==> run_1/met1.png <==
Supply wires on this layer in gray.
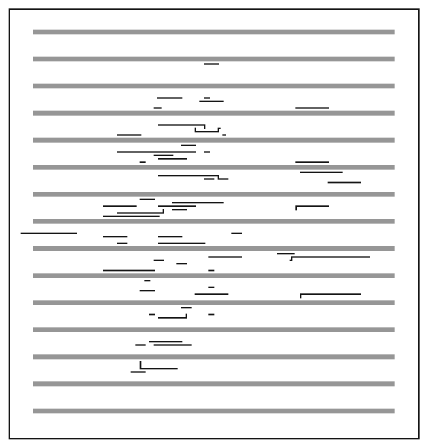
==> run_1/met2.png <==
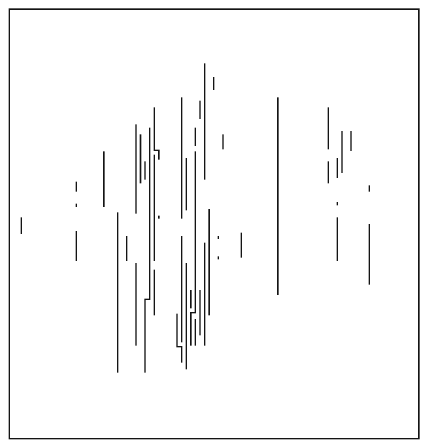
==> run_1/met3.png <==
The bar under the picture is 10 um long.
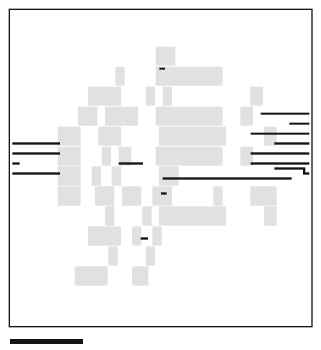
## src/rtl/encode.sv

```systemverilog
// Registered 4-to-2 priority encoder with a valid flag, a multi-hot flag
// and a parity bit over the raw input word. All four outputs are
// registered, so each result appears one clock after its input sample.
module encode #(
  // 1: the highest set bit of a wins; 0: the lowest set bit wins.
  parameter bit MSB_PRIORITY = 1'b1,
  // 0: parity is the XOR of a (even parity bit); 1: inverted XOR (odd).
  parameter bit ODD_PARITY   = 1'b0
) (
  input  logic       clk,
  input  logic       rst,
  input  logic [3:0] a,
  output logic [1:0] out,
  output logic       parity,
  output logic       valid,
  output logic       multi
);

  logic [1:0] w_out;
  logic       w_parity;
  logic       w_valid;
  logic       w_multi;

  logic [1:0] r_out;
  logic       r_parity;
  logic       r_valid;
  logic       r_multi;

  // Priority selection: scan in the non-winning direction so that the
  // last set bit visited is the winner.
  always_comb begin
    // NOTE: the default assignment first means every path assigns w_out,
    // so no latch is inferred (it also gives out=0 for a=0).
    w_out = 2'b00;
    if (MSB_PRIORITY) begin
      for (int i = 0; i < 4; i++) begin
        if (a[i]) w_out = 2'(i);
      end
    end else begin
      for (int i = 3; i >= 0; i--) begin
        if (a[i]) w_out = 2'(i);
      end
    end
  end

  // Flags are independent of the priority direction. Clearing the lowest
  // set bit leaves something behind only when two or more bits were set.
  always_comb begin
    w_parity = (^a) ^ ODD_PARITY;
    w_valid  = |a;
    w_multi  = |(a & (a - 4'd1));
  end

  // Output register; reset clears everything, including parity in odd
  // mode, and discards whatever sample was in flight.
  always_ff @(posedge clk or posedge rst) begin
    if (rst) begin
      r_out    <= 2'b00;
      r_parity <= 1'b0;
      r_valid  <= 1'b0;
      r_multi  <= 1'b0;
    end else begin
      // NOTE: non-blocking assignments keep every register updating from
      // the pre-edge values, independent of statement order.
      r_out    <= w_out;
      r_parity <= w_parity;
      r_valid  <= w_valid;
      r_multi  <= w_multi;
    end
  end

  assign out    = r_out;
  assign parity = r_parity;
  assign valid  = r_valid;
  assign multi  = r_multi;

endmodule

```

## config.mk

```make
export PLATFORM = sky130hd
export DESIGN_NAME = encode
export DESIGN_NICKNAME = d
export VERILOG_FILES = /design/src/rtl/encode.sv
export SDC_FILE = /design/constraint.sdc
export NUM_CORES = 1
export LEC_CHECK = 0
export ABC_AREA = 1
export CELL_PAD_IN_SITES_DETAIL_PLACEMENT = 1
export CELL_PAD_IN_SITES_GLOBAL_PLACEMENT = 1
export CORE_AREA = 2 2 39 41
export CTS_CLUSTER_SIZE = 40
export DETAILED_ROUTE_END_ITERATION = 8
export DIE_AREA = 0 0 41 43
export PLACE_DENSITY = 0.59
export SLEW_MARGIN = 0
export SYNTH_ARGS = -nofsm -noshare
export SYNTH_HDL_FRONTEND = slang
export SYNTH_SLANG_ARGS = --single-unit
```

## constraint.sdc

```tcl
create_clock -name clk -period 1.1 [get_ports clk]
set_input_delay 0.275 -clock clk [delete_from_list [all_inputs] [get_ports clk]]
set_output_delay 0.275 -clock clk [all_outputs]
set_load 0.01 [all_outputs]
```

==> impl_metrics.ini <==
; physical design summary
[setup_path]
required_ps = 820
crit_start = parity
worstSetupPathDepth = 1
cp_cell_sequence = clkbuf_2
cp-start-kind = register
worst-setup-path-type = register to output pin
crit_family = flip-flops
arrival_ps = 710
cp_slowest_stage_delay_ps = 350
cp_num_buf_inv = 1
crit_path_top_delay_cell = dfrtp_1
end_kind = output pin
crit_end = parity
cp_max_fo = 1

[final_layout]
final_core_util_pct = 27.40
layout-drive-gt1-share_pct = 36.59
nets = 52
syn_to_final_growth_pct = 57.81
antennaDiodeCount = 0
largest_register_ffs = 2
mostFrequentLayoutCells = 5 x dfrtp_1, 5 x clkbuf_2, 4 x nand2_1, 4 x ha_1, 4 x dlygate4sd2_1

[synthesis]
ys_types = 9
yosysWarnings = 0
yosysTopAreaCellShare_pct = 52.08
fp_nets = 34
syn_inst = 24
synth-xor-area-share_pct = 3.646
logic_family = adder cells
synthFlopType = dfrtp_1
yosys.area_share.simple_pct = 11.98
ys_seq_share_pct = 52.08
async_reset_ff_share_pct = 100.0
syn_area_sq_um = 240.2
ys_sh_aoi_pct = 2.083
avgSynthCellArea_sq_um = 10.01
yosys.area.top_type = dfrtp_1
topCellsByArea = dfrtp_1 52%, ha_1 21%, inv_1 7.8%, nand2_1 6.3%, xor2_1 3.6%
mux_share_pct = 0
yosys_area_sq_um = 240.2
ys_ff = 5
ys_cells = 24

[floorplan]
fp.dieW_um = 41
fp_util_pct = 17.36
chipArea_sq_mm = 0.001763
io_pins = 11
die_y_um = 43
rows = 14
core-area_sq_mm = 0.001384

[run]
maxCapViolations = 0
tool_warnings = 28

[clock_tree]
root_buffer = clkbuf_4
post_cts_buffers = 0
clkTransAtPathRegs_ps = 40
clock_sinks = 5
hold_buffers = 0
cts_tree = built
cts_resized = 16
cts_buffer_depth = 2
htree_levels = 1
cts_buffers = 3

[route]
first_pass_iters = 4
drc_errors = 0
avgRoutedWirePerCell_um = 9.175
first_iter_violations = 1
detail-route-antenna-nets = 0
vias_per_cell = 3.754

[timing]
hold_viol = 0
fin_tns_setup_ps = 0
finalSetupViolCount = 0
worst_pin_slew_ps = 174.2
drv_slew = 0
layout_min_cycle_time_ps = 988.3
rsz0062_at_grt = false
finalClockPeriodUsage_pct = 89.84
fmax_mhz = 1012
holdWs_ps = 236.8

[power]
p_sw_share_pct = 23.45
p_int_mw = 0.3774
power_leader = clock
power_frac_seq_pct = 41.4
ir_worst_vdd_v = 0.0003141
p_comb_share_pct = 17.1
powerDensity_mw_per_mm2 = 1300
pwr-share-clk_pct = 41.6
p_seq_mw = 0.204
p_leak_nw = 0.2029
comb_power_mw = 0.0841

[global_routing]
first_global_vias = 244
antenna_found_initial = 0
grtUsageTotal_pct = 7.576
grt_overflow = 0
grt_max_degree = 6
grt_pass1_wl_um = 821

[run_status]
status = finished, final reports clean

[placed_design]
place_ws_ps = -341.1
port_buffers = 10
place.gp.congestion = 0.6568
About met1.png:
The layer holds 29% of the routed length. The layer carries 151 um of wire. 36 nets have wire on it. The longest straight run is 7.80 um.
via count: 214
DRT Wirelength: 523 um
GR Layer Usage met1: 4.590%

About met2.png:
The wires run mostly vertical. The longest straight run is 19.7 um. The layer holds 49% of the routed length. 39 nets have wire on it. The layer carries 256 um of wire.
M2 GR Usage: 12.81%

About met3.png:
The wires run mostly horizontal. The layer carries 82.2 um of wire. 13 nets have wire on it. The longest straight run is 17.2 um.
met3 Use GR: 3.141%

==> run 1: layer usage <==
metal | wire, um | up-vias | GRT usage (%)
met5 | 0 | - | 0
met4 | 34 | 0 | 9.333
met3 | 82 | 6 | 3.141
met2 | 255 | 16 | 12.81
met1 | 150 | 90 | 4.590
li1 | - | 102 | -
==> run 1: layout make-up <==
cell class / count / area, sq um
Fill cell: 174 / 1005
Clock buffer: 4 / 26.28
Sequential cell: 5 / 125.1
Multi-Input combinational cell: 13 / 92.59
Inverter: 6 / 22.52
Tap cell: 16 / 20.02
Timing Repair Buffer: 13 / 92.59
==> run 1: stage by stage <==
stage	cells	power [mW]	cell area (sq um)
floorplan	24	0.2446	240.2
global placement	53	0.3073	382.9
detailed placement	53	0.3120	382.9
CTS	57	0.5072	404.1
global route	57	0.5394	379.1
finish	57	0.4930	379.1
Power figures rest on the tool's default switching activity, not on a simulated workload.
